==> images/met1.png <==
Scale bar: 20 um. Supply wires on this layer in grey.
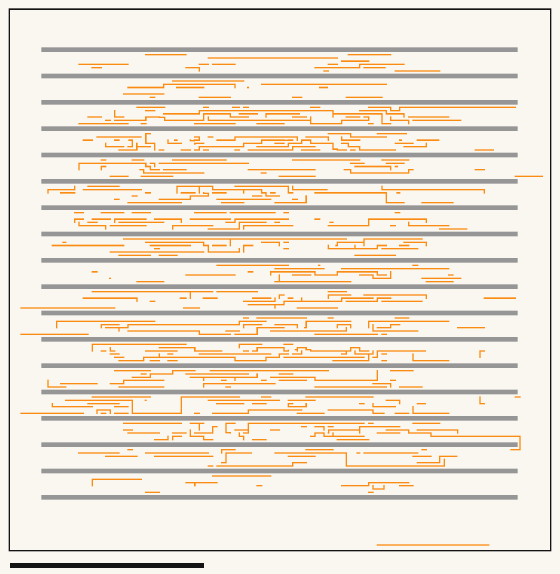
==> images/met2.png <==
Scale bar: 20 um.
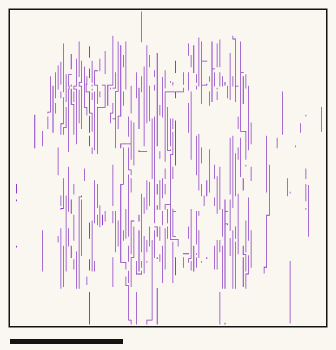
==> images/met3.png <==
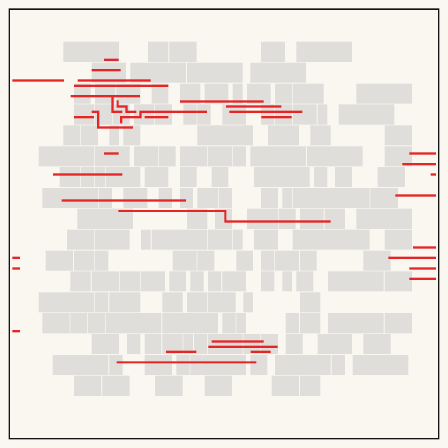
==> images/clock_map.png <==
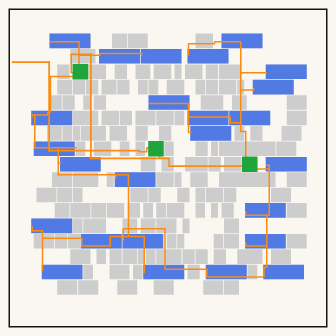
==> images/final_congestion.png <==
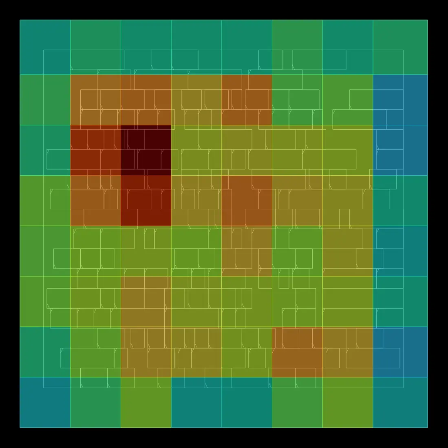
==> src/rtl/sc_pkg.sv <==
// ----------------------------------------------------------------------------
// sc_pkg
// Shared definitions for the stochastic matrix-multiply controller slice.
//   sc_state_t    : controller sequencing states
//   clog2_min1    : ceiling log2, never smaller than 1 (safe port widths)
//   window_width  : bit width of the loadable window / latency counter
// No ports (package).
// ----------------------------------------------------------------------------
package sc_pkg;

    typedef enum logic [2:0] {
        IDLE,
        FETCH,
        WAIT,
        LOAD,
        COMPUTE,
        WRITE,
        DONE
    } sc_state_t;

    // Ceiling log2 with a floor of 1 so a single-entry index still gets a bit.
    function automatic int clog2_min1(input int value);
        int result;
        result = 0;
        while ((1 << result) < value) begin
            result++;
        end
        if (result < 1) begin
            result = 1;
        end
        return result;
    endfunction

    // Width that holds the largest window SC * 2^BP without overflow.
    function automatic int window_width(input int binary_precision, input int stochastic_cycles);
        int extra;
        extra = (stochastic_cycles > 1) ? clog2_min1(stochastic_cycles) : 0;
        return binary_precision + extra + 1;
    endfunction

endpackage

==> src/rtl/sc_window_counter.sv <==
// ----------------------------------------------------------------------------
// sc_window_counter
// Loadable down-counter with a terminal-count flag. The controller loads it
// with (cycles - 1) on the way into a timed state; tc is high once the count
// reaches zero, marking the last cycle of that state. Counting stops at zero.
// Ports:
//   clk, rst    : clock, synchronous active-high reset
//   load        : load load_value on the next edge (has priority over counting)
//   load_value  : value to load
//   count       : current count
//   tc          : count == 0
// ----------------------------------------------------------------------------
module sc_window_counter #(
    parameter int WIDTH = 9
) (
    input  logic             clk,
    input  logic             rst,
    input  logic             load,
    input  logic [WIDTH-1:0] load_value,
    output logic [WIDTH-1:0] count,
    output logic             tc
);

    // Load takes priority; otherwise decrement and park at zero.
    always_ff @(posedge clk) begin
        if (rst) begin
            count <= '0;
        end else if (load) begin
            count <= load_value;
        end else if (count != '0) begin
            count <= count - WIDTH'(1);
        end
    end

    assign tc = (count == '0);

endmodule

==> src/rtl/sc_mm_controller.sv <==
// ----------------------------------------------------------------------------
// sc_mm_controller
// Sequencing FSM for the stochastic matrix-multiply datapath. For every
// (row m, column o) pair, o inner: fetch operands, wait for the memories,
// arm SNGs/RNGs, run the W = STOCHASTIC_CYCLES * 2^BINARY_PRECISION cycle
// window, then write the converted result at m*O+o under out_ready.
// Optional build macro: SC_MM_CTRL_PERF_EN adds perf_busy_cycles and
// perf_stall_cycles (saturating, cleared on rst and on an accepted start).
// Ports:
//   clk, rst          : clock, synchronous active-high reset
//   start             : begin a full pass (only honoured in IDLE)
//   busy              : decoded from state, high while a pass is running
//   done              : one-cycle pulse after the last write
//   in_rd_en/in_addr  : input-row memory read strobe / row index m
//   w_rd_en/w_addr    : weight-column memory read strobe / column index o
//   operand_load      : SNGs latch memory read data
//   rng_restart       : LFSRs and select counter reload seeds
//   conv_last         : sd_converter last flag (last window cycle)
//   out_wr_en/out_addr: result write request / address m*O+o
//   out_ready         : output memory accepts the write
// ----------------------------------------------------------------------------
module sc_mm_controller
    import sc_pkg::*;
#(
    parameter int BATCH_SIZE        = 4,
    parameter int INPUT_FEATURES    = 4,
    parameter int OUTPUT_FEATURES   = 4,
    parameter int BINARY_PRECISION  = 8,
    parameter int STOCHASTIC_CYCLES = 1,
    parameter int MEM_LATENCY       = 1
) (
    input  logic                                                  clk,
    input  logic                                                  rst,
    input  logic                                                  start,
    output logic                                                  busy,
    output logic                                                  done,
    output logic                                                  in_rd_en,
    output logic [clog2_min1(BATCH_SIZE)-1:0]                     in_addr,
    output logic                                                  w_rd_en,
    output logic [clog2_min1(OUTPUT_FEATURES)-1:0]                w_addr,
    output logic                                                  operand_load,
    output logic                                                  rng_restart,
    output logic                                                  conv_last,
    output logic                                                  out_wr_en,
    output logic [clog2_min1(BATCH_SIZE*OUTPUT_FEATURES)-1:0]     out_addr,
    input  logic                                                  out_ready
`ifdef SC_MM_CTRL_PERF_EN
    ,
    output logic [31:0]                                           perf_busy_cycles,
    output logic [31:0]                                           perf_stall_cycles
`endif
);

    localparam int M_W   = clog2_min1(BATCH_SIZE);
    localparam int O_W   = clog2_min1(OUTPUT_FEATURES);
    localparam int OUT_W = clog2_min1(BATCH_SIZE * OUTPUT_FEATURES);
    localparam int WIN_W = window_width(BINARY_PRECISION, STOCHASTIC_CYCLES);
    localparam int unsigned WINDOW_CYCLES = STOCHASTIC_CYCLES * (1 << BINARY_PRECISION);

    localparam logic [M_W-1:0]   LAST_M   = M_W'(BATCH_SIZE - 1);
    localparam logic [O_W-1:0]   LAST_O   = O_W'(OUTPUT_FEATURES - 1);
    localparam logic [WIN_W-1:0] WIN_LOAD = WIN_W'(WINDOW_CYCLES - 1);
    localparam logic [WIN_W-1:0] LAT_LOAD = WIN_W'(MEM_LATENCY - 1);

    // Elaboration-time guard on parameter ranges and counter width.
    generate
        if (BATCH_SIZE < 1 || OUTPUT_FEATURES < 1 || INPUT_FEATURES < 1 ||
            MEM_LATENCY < 1 || STOCHASTIC_CYCLES < 1) begin : g_bad_params
            $error("sc_mm_controller: parameter out of range");
        end
        if ((MEM_LATENCY - 1) >= (1 << WIN_W)) begin : g_latency_too_wide
            $error("sc_mm_controller: MEM_LATENCY does not fit the window counter");
        end
    endgenerate

    sc_state_t        state;
    sc_state_t        next_state;
    logic             cnt_load;
    logic [WIN_W-1:0] cnt_load_value;
    logic [WIN_W-1:0] cnt_count;
    logic             cnt_tc;
    logic             conv_last_next;
    logic             last_pair;

    // One counter times both WAIT (memory latency) and COMPUTE (window).
    sc_window_counter #(
        .WIDTH(WIN_W)
    ) u_window_counter (
        .clk       (clk),
        .rst       (rst),
        .load      (cnt_load),
        .load_value(cnt_load_value),
        .count     (cnt_count),
        .tc        (cnt_tc)
    );

    assign last_pair = (in_addr == LAST_M) && (w_addr == LAST_O);
    assign busy      = (state != IDLE) && (state != DONE);

    // State register.
    always_ff @(posedge clk) begin
        if (rst) begin
            state <= IDLE;
        end else begin
            state <= next_state;
        end
    end

    // Next-state logic. The counter is loaded in the cycle before each timed
    // state so it reads (cycles - 1) on that state's first cycle. conv_last is
    // predicted one cycle ahead because it is registered.
    always_comb begin
        next_state     = state;
        cnt_load       = 1'b0;
        cnt_load_value = WIN_LOAD;
        conv_last_next = 1'b0;
        unique case (state)
            IDLE: begin
                if (start) begin
                    next_state = FETCH;
                end
            end
            FETCH: begin
                next_state     = WAIT;
                cnt_load       = 1'b1;
                cnt_load_value = LAT_LOAD;
            end
            WAIT: begin
                if (cnt_tc) begin
                    next_state = LOAD;
                end
            end
            LOAD: begin
                next_state     = COMPUTE;
                cnt_load       = 1'b1;
                cnt_load_value = WIN_LOAD;
                conv_last_next = (WINDOW_CYCLES == 1);
            end
            COMPUTE: begin
                if (cnt_tc) begin
                    next_state = WRITE;
                end
                conv_last_next = (cnt_count == WIN_W'(1));
            end
            WRITE: begin
                if (out_ready) begin
                    next_state = last_pair ? DONE : FETCH;
                end
            end
            DONE: begin
                next_state = IDLE;
            end
            default: begin
                next_state = IDLE;
            end
        endcase
    end

    // Strobes are registered from next_state so they line up with the state.
    always_ff @(posedge clk) begin
        if (rst) begin
            in_rd_en     <= 1'b0;
            w_rd_en      <= 1'b0;
            operand_load <= 1'b0;
            rng_restart  <= 1'b0;
            conv_last    <= 1'b0;
            out_wr_en    <= 1'b0;
            done         <= 1'b0;
        end else begin
            in_rd_en     <= (next_state == FETCH);
            w_rd_en      <= (next_state == FETCH);
            operand_load <= (next_state == LOAD);
            rng_restart  <= (next_state == LOAD);
            conv_last    <= conv_last_next;
            out_wr_en    <= (next_state == WRITE);
            done         <= (next_state == DONE);
        end
    end

    // Indices advance only on an accepted non-final write; out_addr steps
    // linearly because o is the inner loop, so it always equals m*O+o.
    always_ff @(posedge clk) begin
        if (rst || state == IDLE) begin
            in_addr  <= '0;
            w_addr   <= '0;
            out_addr <= '0;
        end else if (state == WRITE && out_ready && !last_pair) begin
            out_addr <= out_addr + OUT_W'(1);
            if (w_addr == LAST_O) begin
                w_addr  <= '0;
                in_addr <= in_addr + M_W'(1);
            end else begin
                w_addr <= w_addr + O_W'(1);
            end
        end
    end

`ifdef SC_MM_CTRL_PERF_EN
    // Saturating performance counters; they naturally hold while idle.
    always_ff @(posedge clk) begin
        if (rst || (state == IDLE && start)) begin
            perf_busy_cycles  <= '0;
            perf_stall_cycles <= '0;
        end else begin
            if (busy && perf_busy_cycles != '1) begin
                perf_busy_cycles <= perf_busy_cycles + 32'd1;
            end
            if (state == WRITE && !out_ready && perf_stall_cycles != '1) begin
                perf_stall_cycles <= perf_stall_cycles + 32'd1;
            end
        end
    end
`endif

endmodule

==> config.mk <==
export PLATFORM = sky130hd
export DESIGN_NAME = sc_mm_controller
export DESIGN_NICKNAME = d
export VERILOG_FILES = /design/src/rtl/sc_pkg.sv /design/src/rtl/sc_window_counter.sv /design/src/rtl/sc_mm_controller.sv
export SDC_FILE = /design/constraint.sdc
export NUM_CORES = 1
export LEC_CHECK = 0
export CORE_MARGIN = 3
export CORE_UTILIZATION = 55
export DETAILED_ROUTE_END_ITERATION = 6
export GPL_ROUTABILITY_DRIVEN = 0
export PLACE_DENSITY = 0.79
export SETUP_SLACK_MARGIN = 0.2
export SLEW_MARGIN = 20
export SYNTH_ARGS = -nofsm -noshare
export SYNTH_HDL_FRONTEND = slang
export SYNTH_SLANG_ARGS = --single-unit
==> constraint.sdc <==
create_clock -name clk -period 3.2 [get_ports clk]
set_input_delay 0.64 -clock clk [delete_from_list [all_inputs] [get_ports clk]]
set_output_delay 0.64 -clock clk [all_outputs]
set_load 0.02 [all_outputs]
==> results.txt <==
Main metrics from the flow reports.

The cell count after synthesis is 147. The critical path maximum fanout is 12. The fraction of power spent switching nets came out at 41.78%. The die covers 3111 um2.

The post-route cell area came out at 1570 um2. Summing all flip-flop and latch instances after layout gives 500.5 um2. In the final layout, non-clock buffers account for 12.59% of the cell area. The biggest cell category by area in the final layout is multi-input combinational cells. The slew at the pin closest to its max-slew limit came out at 647.7 ps.

The flow ran to the end, and the final reports show no timing, DRC or antenna violations. The total of clock buffers placed in the layout came out at 3. The final count of hold timing violations is 0. The TritonCTS sink count is 25. The total routed wire length on the met1 layer is 1.436 mm. The non-filler instance count after layout came out at 187.

In this run the clock root is driven by a sky130_fd_sc_hd__clkbuf_4. The first detailed-routing pass took 4 iterations. The fraction of the core area occupied by cells at floorplan is 59.87%. The critical path's slowest stage uses the library cell sky130_fd_sc_hd__dfxtp_1. The die outline height is 55.78 um. Per the synth log, the flip-flop and latch total comes to 25.

The routed layout has 1,236 vias. Summing the sequential cell areas from Yosys gives 36.73% of the chip area. Setup repair after global routing left no endpoint under its margin. The worst setup path is captured at a primary output. For this design, Yosys synthesis ends with a cell count of 147.
About met1.png:
nets with wire on the layer: 150
longest straight run: 23.0 um
share of all routed wire: 47%

About met2.png:
main direction: vertical
share of all routed wire: 44%
longest straight run: 18.7 um
wire length on this layer: 1,360 um
global-route met2 utilization: 32.77%
Detailed Route WL: 3.066 mm

About met3.png:
wire length on this layer: 227 um
main direction: horizontal
longest straight run: 17.9 um
nets with wire on the layer: 30

About clock_map.png:
legend:
  cells driving clock nets:
    colour: green
    count: 3
  clock wires:
    colour: orange
    length: 347 um
  flip-flops:
    colour: blue
    count: 25
flops lie: spread over the die
routed clock nets: 4

About final_congestion.png:
total routing usage reported by global routing: 20.76%
GR peak layer: met2
met3 global-route usage: 6.032%

-- synthesized netlist by cell type (4+ instances only) --
cell / number / area (um2)
sky130_fd_sc_hd__o21ai_0: 5 / 25.02
sky130_fd_sc_hd__nand4_1: 5 / 31.28
sky130_fd_sc_hd__nor4_1: 4 / 25.02
sky130_fd_sc_hd__nand3_1: 6 / 30.03
sky130_fd_sc_hd__a21oi_1: 8 / 40.04
sky130_fd_sc_hd__o31ai_1: 7 / 52.55
sky130_fd_sc_hd__nor2b_1: 4 / 25.02
sky130_fd_sc_hd__clkbuf_1: 8 / 30.03
sky130_fd_sc_hd__nand2_1: 5 / 18.77
sky130_fd_sc_hd__ha_1: 6 / 75.07
sky130_fd_sc_hd__nand2b_1: 4 / 25.02
sky130_fd_sc_hd__inv_1: 5 / 18.77
sky130_fd_sc_hd__xnor2_1: 4 / 35.03
sky130_fd_sc_hd__dfxtp_1: 25 / 500.5
sky130_fd_sc_hd__or3_1: 6 / 37.54
-- final timing paths --
path	end	cells past startpoint	start
max	busy	3	state[2]
min	u_window_counter.count[7]	2	u_window_counter.count[7]
max reg2reg	rng_restart	3	u_window_counter.count[4]
min reg2reg	u_window_counter.count[7]	2	u_window_counter.count[7]
-- power groups by stage --
stage | sequential (mW) | combinational [mW] | clock [mW]
4_1_cts | 0.449 | 0.439 | 0.155
2_1_floorplan | 0.432 | 0.355 | 0
3_3_place_gp | 0.451 | 0.420 | 0
3_5_place_dp | 0.457 | 0.436 | 0
6_report | 0.453 | 0.448 | 0.153
5_1_grt | 0.467 | 0.497 | 0.166
-- critical path, delay by kind of cell, from the launching register on --
family                    cells  cell delay, ps
xor gates and xnor gates      1             170
buffers and inverters         1             590
DFF                           1             610
and+or+nand+nor               1             100
Power figures rest on the tool's default switching activity, not on a simulated workload.
